<file path="src/rtl/csr_access_ctrl.sv">
// Sequences a single CSR read/modify/write in writeback over a req/ack bus to the CSR file.
// Returns the old CSR value for rd, or an illegal-instruction trap.
module csr_access_ctrl #(
  parameter int XLEN        = 32,
  parameter int ADDR_W      = 12,
  parameter int ACK_TIMEOUT = 15
) (
  input  logic              clk,
  input  logic              rst,
  input  logic              in_valid,
  output logic              in_ready,
  input  logic              in_read_en,
  input  logic              in_write_en,
  input  logic [1:0]        in_write_func,
  input  logic              in_input_sel,
  input  logic [ADDR_W-1:0] in_addr,
  input  logic [XLEN-1:0]   in_rs1_value,
  input  logic [4:0]        in_uimm,
  output logic [ADDR_W-1:0] csr_addr,
  output logic              csr_rd_req,
  input  logic              csr_rd_ack,
  input  logic [XLEN-1:0]   csr_rd_data,
  output logic              csr_wr_req,
  output logic [XLEN-1:0]   csr_wr_data,
  input  logic              csr_wr_ack,
  input  logic              csr_illegal,
  output logic              out_valid,
  input  logic              out_ready,
  output logic [XLEN-1:0]   out_rd_value,
  output logic              out_rd_we,
  output logic              out_exception
);

  localparam int CNT_W = $clog2(ACK_TIMEOUT + 2);
  localparam logic [1:0] F_NONE = 2'd0;
  localparam logic [1:0] F_RS   = 2'd2;
  localparam logic [1:0] F_RC   = 2'd3;

  typedef enum logic [1:0] {S_IDLE, S_READ, S_WRITE, S_RESP} state_t;

  function automatic logic [XLEN-1:0] f_modify(input logic [1:0] func,
                                               input logic [XLEN-1:0] old,
                                               input logic [XLEN-1:0] opnd);
    case (func)
      F_RS:    return old | opnd;
      F_RC:    return old & ~opnd;
      default: return opnd;
    endcase
  endfunction

  state_t            r_state;
  logic              r_write_en;
  logic [1:0]        r_func;
  logic [XLEN-1:0]   r_operand;
  logic [XLEN-1:0]   r_old;
  logic              r_read_done;
  logic [CNT_W-1:0]  r_cnt;

  logic [XLEN-1:0]   w_operand;
  logic              w_accept;
  logic              w_ignore;
  logic              w_ro_trap;
  logic              w_timeout;

  assign w_operand = in_input_sel ? {{(XLEN-5){1'b0}}, in_uimm} : in_rs1_value;
  assign w_accept  = in_valid & in_ready;
  assign w_ignore  = (in_write_func == F_NONE) | (~in_read_en & ~in_write_en);
  // Address bits [11:10] == 2'b11 mark the read-only CSR space.
  assign w_ro_trap = in_write_en & (in_addr[ADDR_W-1 -: 2] == 2'b11);
  assign w_timeout = (ACK_TIMEOUT != 0) && (r_cnt == CNT_W'(ACK_TIMEOUT - 1));

  // Operation sequencer with registered bus and response outputs.
  always_ff @(posedge clk or posedge rst) begin
    if (rst) begin
      r_state       <= S_IDLE;
      r_write_en    <= 1'b0;
      r_func        <= 2'd0;
      r_operand     <= '0;
      r_old         <= '0;
      r_read_done   <= 1'b0;
      r_cnt         <= '0;
      in_ready      <= 1'b1;
      csr_addr      <= '0;
      csr_rd_req    <= 1'b0;
      csr_wr_req    <= 1'b0;
      csr_wr_data   <= '0;
      out_valid     <= 1'b0;
      out_rd_value  <= '0;
      out_rd_we     <= 1'b0;
      out_exception <= 1'b0;
    end else begin
      case (r_state)
        S_IDLE: begin
          if (w_accept && !w_ignore) begin
            in_ready    <= 1'b0;
            csr_addr    <= in_addr;
            r_write_en  <= in_write_en;
            r_func      <= in_write_func;
            r_operand   <= w_operand;
            r_old       <= '0;
            r_read_done <= 1'b0;
            r_cnt       <= '0;
            if (w_ro_trap) begin
              r_state       <= S_RESP;
              out_valid     <= 1'b1;
              out_exception <= 1'b1;
              out_rd_we     <= 1'b0;
              out_rd_value  <= '0;
            end else if (in_read_en) begin
              r_state    <= S_READ;
              csr_rd_req <= 1'b1;
            end else begin
              r_state     <= S_WRITE;
              csr_wr_req  <= 1'b1;
              csr_wr_data <= w_operand;
            end
          end
        end
        S_READ: begin
          if (csr_rd_ack) begin
            csr_rd_req <= 1'b0;
            r_cnt      <= '0;
            if (csr_illegal) begin
              r_state       <= S_RESP;
              out_valid     <= 1'b1;
              out_exception <= 1'b1;
              out_rd_we     <= 1'b0;
              out_rd_value  <= '0;
            end else if (r_write_en) begin
              r_state     <= S_WRITE;
              r_old       <= csr_rd_data;
              r_read_done <= 1'b1;
              csr_wr_req  <= 1'b1;
              csr_wr_data <= f_modify(r_func, csr_rd_data, r_operand);
            end else begin
              r_state       <= S_RESP;
              out_valid     <= 1'b1;
              out_exception <= 1'b0;
              out_rd_we     <= 1'b1;
              out_rd_value  <= csr_rd_data;
            end
          end else if (w_timeout) begin
            csr_rd_req    <= 1'b0;
            r_state       <= S_RESP;
            out_valid     <= 1'b1;
            out_exception <= 1'b1;
            out_rd_we     <= 1'b0;
            out_rd_value  <= '0;
          end else begin
            r_cnt <= r_cnt + CNT_W'(1);
          end
        end
        S_WRITE: begin
          if (csr_wr_ack) begin
            csr_wr_req    <= 1'b0;
            r_state       <= S_RESP;
            out_valid     <= 1'b1;
            out_exception <= csr_illegal;
            out_rd_we     <= r_read_done & ~csr_illegal;
            out_rd_value  <= csr_illegal ? '0 : r_old;
          end else if (w_timeout) begin
            csr_wr_req    <= 1'b0;
            r_state       <= S_RESP;
            out_valid     <= 1'b1;
            out_exception <= 1'b1;
            out_rd_we     <= 1'b0;
            out_rd_value  <= '0;
          end else begin
            r_cnt <= r_cnt + CNT_W'(1);
          end
        end
        S_RESP: begin
          if (out_ready) begin
            r_state       <= S_IDLE;
            in_ready      <= 1'b1;
            out_valid     <= 1'b0;
            out_rd_we     <= 1'b0;
            out_exception <= 1'b0;
            out_rd_value  <= '0;
          end
        end
        default: begin
          r_state    <= S_IDLE;
          in_ready   <= 1'b1;
          csr_rd_req <= 1'b0;
          csr_wr_req <= 1'b0;
          out_valid  <= 1'b0;
        end
      endcase
    end
  end

endmodule

</file>
<file path="config.mk">
export PLATFORM = sky130hd
export DESIGN_NAME = csr_access_ctrl
export DESIGN_NICKNAME = d
export VERILOG_FILES = /design/src/rtl/csr_access_ctrl.sv
export SDC_FILE = /design/constraint.sdc
export NUM_CORES = 1
export LEC_CHECK = 0
export ABC_AREA = 1
export CAP_MARGIN = 20
export CORE_ASPECT_RATIO = 1.1
export CORE_MARGIN = 8
export CORE_UTILIZATION = 53
export CTS_BUF_LIST = sky130_fd_sc_hd__clkbuf_8
export CTS_CLUSTER_DIAMETER = 80
export DETAILED_ROUTE_END_ITERATION = 10
export MAX_ROUTING_LAYER = met4
export PLACE_DENSITY = 0.81
export SLEW_MARGIN = 40
export SYNTH_ARGS = -nofsm -noshare
export SYNTH_HDL_FRONTEND = slang
export SYNTH_SLANG_ARGS = --single-unit
</file>
<file path="constraint.sdc">
create_clock -name clk -period 6.95 [get_ports clk]
set_input_delay 1.39 -clock clk [delete_from_list [all_inputs] [get_ports clk]]
set_output_delay 1.39 -clock clk [all_outputs]
set_load 0.02 [all_outputs]
</file>
### Placed standard cells, run 1

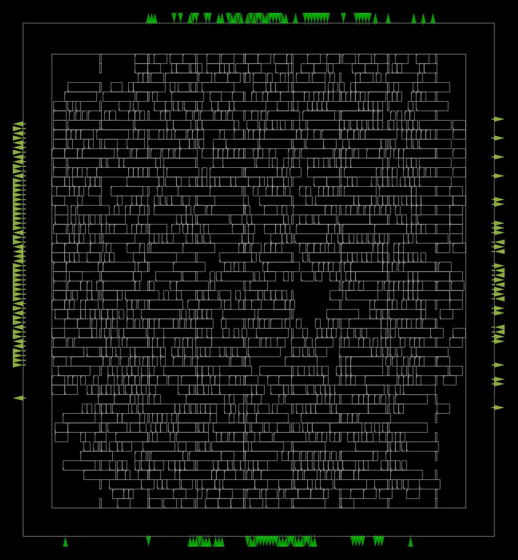
core area: 15600 um^2
flop count: 157
fill cell count: 1328
site row count: 48
Tapcells: 200

### Logic cells by family, run 1

Drawn at 2 px/um.
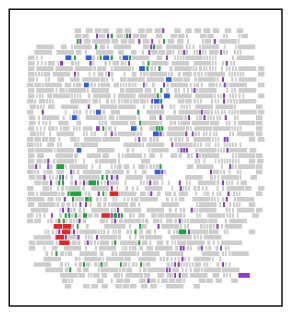
- purple: inverters (cells 111; most used inv_1)
- red: adder and majority cells (cells 7; most used ha_1; where bottom left)
- green: NOR gates (cells 57; most used nor2_1)
- blue: AND-OR and OR-AND gates (cells 15; most used a31o_2)
Final Instance Count excl. Fillers: 1493
Top cell excl fill/tap: nand2_1
fraction of area in multi-input gates: 35.0%

==> ci_impl_report.md, run 1 <==
## Implementation flow summary

| Metric | Value |
|---|---|
| Cells after synthesis | approximately 1100 |
| Initial antenna violation count | 0 |
| Final clock-cell share | roughly 4.3% |
| Buffers excl. clock | 180 |
| Clk_lat worst skew | around 0.47 ns |
| ANT cells | 0 |
| Initial DRC Count | about 800 |
| WP data arrival | between 3 and 4 ns |
| Cts hold-fix bufs | 0 |
| Sequential cell area | about 3900 um^2 |
| Logic area | approximately 3700 um^2 |
| Yosys stat chip area | 8350 um^2 |
| RSZ-0062 raised after global routing | no |
| Routability cong. | about 0.89 |
| Clock sink total | about 160 |
| Die X-Extent | around 140 um |
| Skew final | around 0.013 ns |
| Floorplan Nets | 1238 |
| DRC viols | 0 |
| Metal2 WL | between 10000 and 15000 um |
| Critical-path cell list | clkdlybuf4s50_1 > inv_2 > nand2_1 > nand3_2 > nand2_4 > nand3_4 > nor2_4 > nand2_1 > nand2_1 |
| Aoi share | approximately an eighth |
| Synthesis-stage register bit count | roughly 160 |
| DP Cell Count | ~1500 |
| Max_slew headroom | 45.1% |
| Finish-stage setup viols | 0 |
| Routing usage on met2 | between 30% and 40% |
| Worst EP required | between 7 and 8 ns |
| Hold Slack | between 0.4 and 0.5 ns |
| Post-synth mux share | 0% |
| Crit path buffers/inverters | 2 |
| Final Max Slew Viols | 0 |
| Clock transition at path regs | around 0.08 ns |
| Main synth FF type | dfrtp_1 |
| VDD IR-drop max | 0.269 mV |
| Delay-heaviest family, CP | simple AND/OR/NAND/NOR gates |
| Worst setup margin | ~3.4 ns |
| Fin crit period | 3.57 ns |
| Setup_tns | 0 ns |
| Grt total ovfl | 0 |
| Hpwl dp | roughly 16000 um |
| Yosys adder share | 1.05% |
| Met3 wire len | about 1500 um |
| Fp_density | 53.7% |
| Status | finished, final reports clean |
| H-tree depth | 4 |
| Clk buf depth | 2 |
| Num CTS Buffers | 17 |
| Number of flops mapped to enable cells by yosys | 0 |
| First-pass GRT wire length | roughly 37000 um |
| Top cell area share | ~47% |
| Top cells, area | dfrtp_1 47%, nand2_1 24%, inv_1 4.6% |
| Dominant comb cell | simple AND/OR/NAND/NOR gates |
| Post-Synth XOR/XNOR Area | less than 1% |
| Overall Power | between 4 and 5 mW |
| Tightest Pin Transition | around 0.82 ns |
| Slowest stage cell, crit path | nor2_4 |
| Startpoint Class | primary input |
| Top Ports | around 180 |
| Die area | around 20000 um^2 |
| CP Max Fanout | 36 |
| First drt pass iteration count | 9 |
| Synth unique cells | 37 |
| Leakage | between 5 and 6 nW |
| CP most frequent cell | nand2_1 |
| Final period util | 51.3% |
| Clock buffers | 19 |
| Largest net degree at the start of global routing | between 100 and 150 |
| Netlist Area Pre-Place | around 8300 um^2 |
| Drt via density | around 5.2 |
| Met3 global-route usage | under 10% |
| Synth async-reset ratio | 100% |
| Crit Path Category | primary input to register |
| CTS resizes | 0 |
| Pre-CTS setup slack | ~3 ns |
| Worst min-delay path class | register to register |
| CTS root buffer | clkbuf_8 |
| Mean post-synth cell area | about 7.3 um^2 |
| NumNets Final | approximately 1400 |
| Pwr dens | approximately 400 nW/um^2 |
| #MultiIn Comb | roughly 810 |
| Port Buf Inserts | between 150 and 200 |
| Top sig layer | met4 |
| Final hold viol count | 0 |
| Count of tool warnings | 33 |
| Post-CTS setup buffer count | 0 |
| Post-synthesis simple-gate area fraction | between 30% and 40% |
| Sequential-to-total area share from yosys stat | between 40% and 50% |
| Die height | between 100 and 150 um |
| Invs w/o clock | roughly 110 |
| FMAX | ~280 MHz |
| Crit-path max cell delay | approximately 0.76 ns |
| Most Crowded Layer GR | met2 |
| TritonCTS clock tree | yes |
| GRT met1 Usage | between 30 and 40% |
| Layout area overhead | 26.7% |
| Yosys cell count | about 1100 |
| Vias in the first global route | approximately 7300 |
| Max_cap viols | 0 |
| Final Cell Area | about 11000 um^2 |
| Final-layout non-clock buffer area share | between 10% and 20% |
| Share of cells above drive strength 1 | under 10% |
| Number of synthesis warnings | 0 |
| Post-DP Area | ~10000 um^2 |
| WL met1 | slightly above 10000 um |
| Post-layout util | roughly 68% |
| Crit. End Element | register |
| Sequential cell area share | between 30% and 40% |
| Synth area leader | dfrtp_1 |
| Detail Route Antenna Nets | 0 |
| Leading cell kind | registers |
### Signal metal coverage by tile, run 1

Drawn at 2 px/um. 27 x 30 tiles, from dark purple (low) to yellow (high), scaled to the fullest tile. Values are wire area over tile area, all layers added.
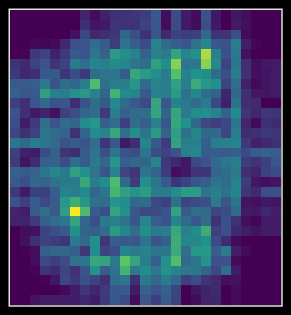
- mean over tiles: 0.19
- nearly empty tiles: 12%
- emptiest ninth of the die: bottom right
- tiles over half the peak: 8.3%
Vias: 7731
final WL: 23200 um
overall routing resource usage: 24.2%
drt wl/cell: 15.6 um

run 1: placed cells by master, fill, tap and decap left out, drive strengths merged:
master and instances:
xnor2 1, dfrtp 156, o211ai 7, ha 7
nor4 1, o21bai 9, dfstp 1, a31oi 9
clkbuf 19, nand3 45, a21oi 8, o21a 4
clkdlybuf4s50 174, nor2 55, inv 109, and2 1
clkinv 8, o21ai 105, nand3b 1, a31o 11
nor3 1, clkinvlp 1, nand2 545, buf 6
bufinv 5, nand4 3, o22ai 1
run 1: report_power, final:
part / switching [mW] / total, mW / internal (mW) / leakage, nW
registers: 0.216 / 1.43 / 1.22 / 2.08
clock network: 0.345 / 0.788 / 0.442 / 0.233
logic: 1.28 / 2.04 / 0.758 / 3.03
run 1: synth_stat cells, types with 2 or more instances:
cell / n
o21bai_1: 9
a21oi_1: 8
buf_2: 26
ha_1: 7
inv_1: 102
a31o_2: 11
o21ai_0: 46
nand2_1: 542
buf_6: 9
dfrtp_1: 156
nor2_4: 2
o21ai_2: 32
nor2_2: 2
nor2_1: 51
clkbuf_1: 16
o211ai_1: 7
nand4_1: 3
o21a_1: 4
o21ai_1: 27
nand2_2: 2
nand3_4: 2
inv_2: 7
a31oi_1: 9
nand3_1: 42
buf_1: 4
run 1: tightest hold or removal path: stages (launching register included):
cell and delay (ns):
dfrtp_1 0.35, nand2_1 0.06, nand2_1 0.05
run 1: path summary, 6_finish.rpt:
path                            cells past startpoint               end  slack (ns)       start
worst max-delay path                                9  out_rd_value[14]        3.38  in_read_en
worst min-delay path                                2         r_old[20]        0.48   r_old[20]
worst max register to register                     11  out_rd_value[24]        3.79  r_state[1]
worst min register to register                      2         r_old[20]        0.48   r_old[20]
max in group asynchronous                           3         r_func[1]        4.48         rst
min in group asynchronous                           2  out_rd_value[28]        1.41         rst
--- run 2 (diff from run 1) ---
Clock period 6.95 ns to 3.7 ns, I/O delays scaled along.
### Signal metal coverage by tile, run 2

Drawn at 2 px/um. 27 x 30 tiles, from dark purple (low) to yellow (high), scaled to the fullest tile. Values are wire area over tile area, all layers added.
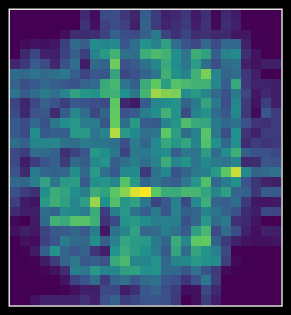
- nearly empty tiles: 12%
- fullest tile: 0.62
- emptiest ninth of the die: bottom right
- densest ninth of the die: middle
Vias: 7780
overall routing resource usage: 24.3%
drt wl/cell: 15.4 um

==> run 2 against run 1 <==
- combinational power rose by 92%
- core utilization rose by 0.097 points
- sequential power rose by 85%
- sequential share of layout area fell by 0.065 points
- non-clock buffer count rose by 9
- register-to-register slack got worse by 2.7 ns
- global-route usage rose by 0.12 points
- cell count rose by 0.67%
- area after synthesis did not move
- setup slack got worse by 2.3 ns
- clock power rose by 74%
- worst hold slack got worse by 0.0064 ns
- critical endpoint is now csr_wr_data[14]
- largest power group unchanged
==> ci_impl_report.md, run 2 <==
## Implementation flow summary

| Metric | Value |
|---|---|
| Top Ports | 175 |
| Leakage | between 5 and 6 nW |
| Cts hold-fix bufs | 0 |
| Fp_density | around 54% |
| Routability cong. | 0.879 |
| Status | finished, final reports clean |
| Num CTS Buffers | 17 |
| Layout area overhead | 26.8% |
| Buffers excl. clock | about 190 |
| Fraction of area in multi-input gates | 34.9% |
| Floorplan Nets | between 1000 and 1500 |
| Count of tool warnings | 33 |
| Synth area leader | dfrtp_1 |
| Yosys adder share | approximately 1.0% |
| Top sig layer | met4 |
| Grt total ovfl | 0 |
| Clk_lat worst skew | ~0.45 ns |
| DRC viols | 0 |
| Invs w/o clock | ~110 |
| Tightest Pin Transition | approximately 0.85 ns |
| Port Buf Inserts | between 150 and 200 |
| Yosys stat chip area | ~8300 um^2 |
| Vias in the first global route | ~7400 |
| Post-Synth XOR/XNOR Area | less than 1% |
| Post-synth mux share | 0% |
| Metal2 WL | roughly 11000 um |
| Power Internal | 4.50 mW |
| Die height | approximately 150 um |
| First-pass GRT wire length | 37600 um |
| Clk buf depth | 2 |
| Top cell area share | 46.8% |
| Hpwl dp | approximately 16000 um |
| #MultiIn Comb | 814 |
| Aoi share | a little under an eighth |
| Die X-Extent | around 140 um |
| Dominant comb cell | simple AND/OR/NAND/NOR gates |
| Clock sink total | ~160 |
| Post-DP Area | a little over 10000 um^2 |
| CTS root buffer | clkbuf_8 |
| Number of synthesis warnings | 0 |
| Clock buffers | 19 |
| Flop count | around 160 |
| Netlist Area Pre-Place | 8350 um^2 |
| Most numerous logic cells after layout | 542 x nand2_1, 174 x clkdlybuf4s50_1, 156 x dfrtp_1, 107 x inv_1, 50 x nor2_1 |
| Sw Share | 43.3% |
| Leading cell kind | registers |
| Final Max Slew Viols | 0 |
| NumNets Final | around 1400 |
| Number of flops mapped to enable cells by yosys | 0 |
| Post-CTS setup buffer count | 0 |
| Worst EP required | between 4 and 5 ns |
| Finish-stage setup viols | 0 |
| Reg2reg start | r_state[1] |
| Flop2flop setup slack | 1.11 ns |
| Synthesis-stage register bit count | 157 |
| Final period util | between 60% and 70% |
| Max_cap viols | 0 |
| Seq pwr share | about a third |
| VDD IR-drop max | 0.595 mV |
| CTS resizes | 0 |
| Startpoint Class | register |
| Detail Route Antenna Nets | 0 |
| First drt pass iteration count | 5 |
| Top cells, area | dfrtp_1 47%, nand2_1 24%, inv_1 4.6% |
| Initial DRC Count | 671 |
| WL met1 | between 10000 and 15000 um |
| Sw power | between 3 and 4 mW |
| Top cells by count | 542 x nand2_1, 156 x dfrtp_1, 102 x inv_1 |
| Share of cells above drive strength 1 | under 10% |
| Synth top cell by count | nand2_1 |
| Drt via density | about 5.2 |
| Initial antenna violation count | 0 |
| FMAX | between 300 and 400 MHz |
| Crit. End Element | register |
| Final hold viol count | 0 |
| Die area | 20000 um^2 |
| Reg2Reg Depth | 9 |
| R2R Path End | csr_wr_data[14] |
| Core area | ~16000 um^2 |
| Yosys cell count | 1138 |
| Pwr dens | between 700 and 800 nW/um^2 |
| Worst min-delay path class | register to register |
| RSZ-0062 raised after global routing | no |
| Sequential cell area | approximately 3900 um^2 |
| Setup_tns | 0 ns |
| Hold Path Depth | 2 |
| Synth unique cells | 37 |
| Fill cell count | roughly 1300 |
| Final-layout non-clock buffer area share | around 18% |
| Mean post-synth cell area | 7.34 um^2 |
| ANT cells | 0 |
| Clock transition at path regs | 0.08 ns |
| Combinational share of power | approximately 49% |
| Final clock-cell share | approximately 4.0% |
| Synth async-reset ratio | 100% |
| Met3 wire len | around 1500 um |
| Max_slew headroom | 43.5% |
| Top cell excl fill/tap | nand2_1 |
| Crit Path Category | register to register |
| TritonCTS clock tree | yes |
| Final Cell Area | ~11000 um^2 |
| Main synth FF type | dfrtp_1 |
| Tapcells | roughly 200 |
| Sequential cell area share | 37.1% |
| Hold Startpoint | csr_addr[4] |
| Fin crit period | between 2 and 3 ns |
| Hold EP | csr_addr[4] |
| Clock share of power | between 15 and 20% |
| Skew final | around 0.0070 ns |
| Cells after synthesis | 1138 |
| WP data arrival | slightly below 3 ns |
| Logic area | 3690 um^2 |
| Site row count | around 48 |
| Largest net degree at the start of global routing | roughly 110 |
| H-tree depth | 4 |
| Post-synthesis simple-gate area fraction | between 30% and 40% |
| Sequential-to-total area share from yosys stat | 47.1% |
| CP Max Fanout | approximately 64 |
### Routed metal, one color a layer, run 2

Drawn at 2 px/um. Only two layers are drawn.
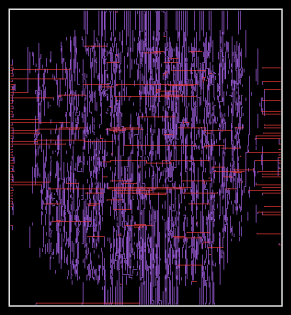
- purple: metal 2 (wire length 11000 um)
- red: metal 3 (wire length 1530 um)
final WL: 23200 um

run 2: cell families (layout without fill, tap and decap cells):
kind of cell             Yosys count  count (layout)
AND/OR/NAND/NOR                  652             652
XOR/XNOR                           1               1
adder cells (fa/ha/maj)            7               7
flip-flops                       157             157
AND-OR/OR-AND                    154             154
buffers and inverters            167             332
run 2: critical path, cell delays in order, from the launching register on:
cell	delay, ns
dfrtp_1	0.43
inv_1	0.12
ha_2	0.24
buf_4	0.47
nor2_1	0.17
nor3_4	0.26
nand3_4	0.08
buf_4	0.35
nand2_1	0.18
o21ai_2	0.06
run 2: power groups by stage:
stage | Combinational (mW) | Clock, mW | Sequential [mW]
global route | 4.30 | 1.46 | 2.72
finish | 3.92 | 1.37 | 2.65
CTS | 3.90 | 1.39 | 2.65
global placement | 3.81 | 0 | 2.66
floorplan | 2.42 | 0 | 2.95
detailed placement | 3.89 | 0 | 2.67
run 2: worst max-delay path by stage:
stage,startpoint,endpoint,slack [ns],depth (start not counted)
after floorplan,rst,csr_addr[0],0.97,1
after global placement,in_read_en,out_rd_value[7],0.88,9
after detailed placement,in_read_en,out_rd_value[12],0.75,9
after CTS,r_state[1],csr_wr_data[26],1.16,9
after global routing,r_state[1],out_exception,0.94,13
final,r_state[1],csr_wr_data[14],1.11,9
run 2: metal layers:
layer	track usage, %	vias up
met1	31.8	3642
met4	8.62	0
met5	-	-
li1	-	3831
met3	4.79	39
met2	36.8	268
run 2: stage by stage:
stage	worst slack (ns)	util, %	power, mW	hold slack, ns	std cells
6_report	1.11	68.1	7.94	0.472	1503
5_1_grt	0.936	68.1	8.48	0.488	1503
4_1_cts	1.16	68.0	7.94	0.477	1502
3_5_place_dp	0.748	65.3	6.56	0.458	1470
3_3_place_gp	0.882	65.3	6.46	0.452	1470
2_1_floorplan	0.974	-	5.37	0.442	1138
Power figures rest on the tool's default switching activity, not on a simulated workload.
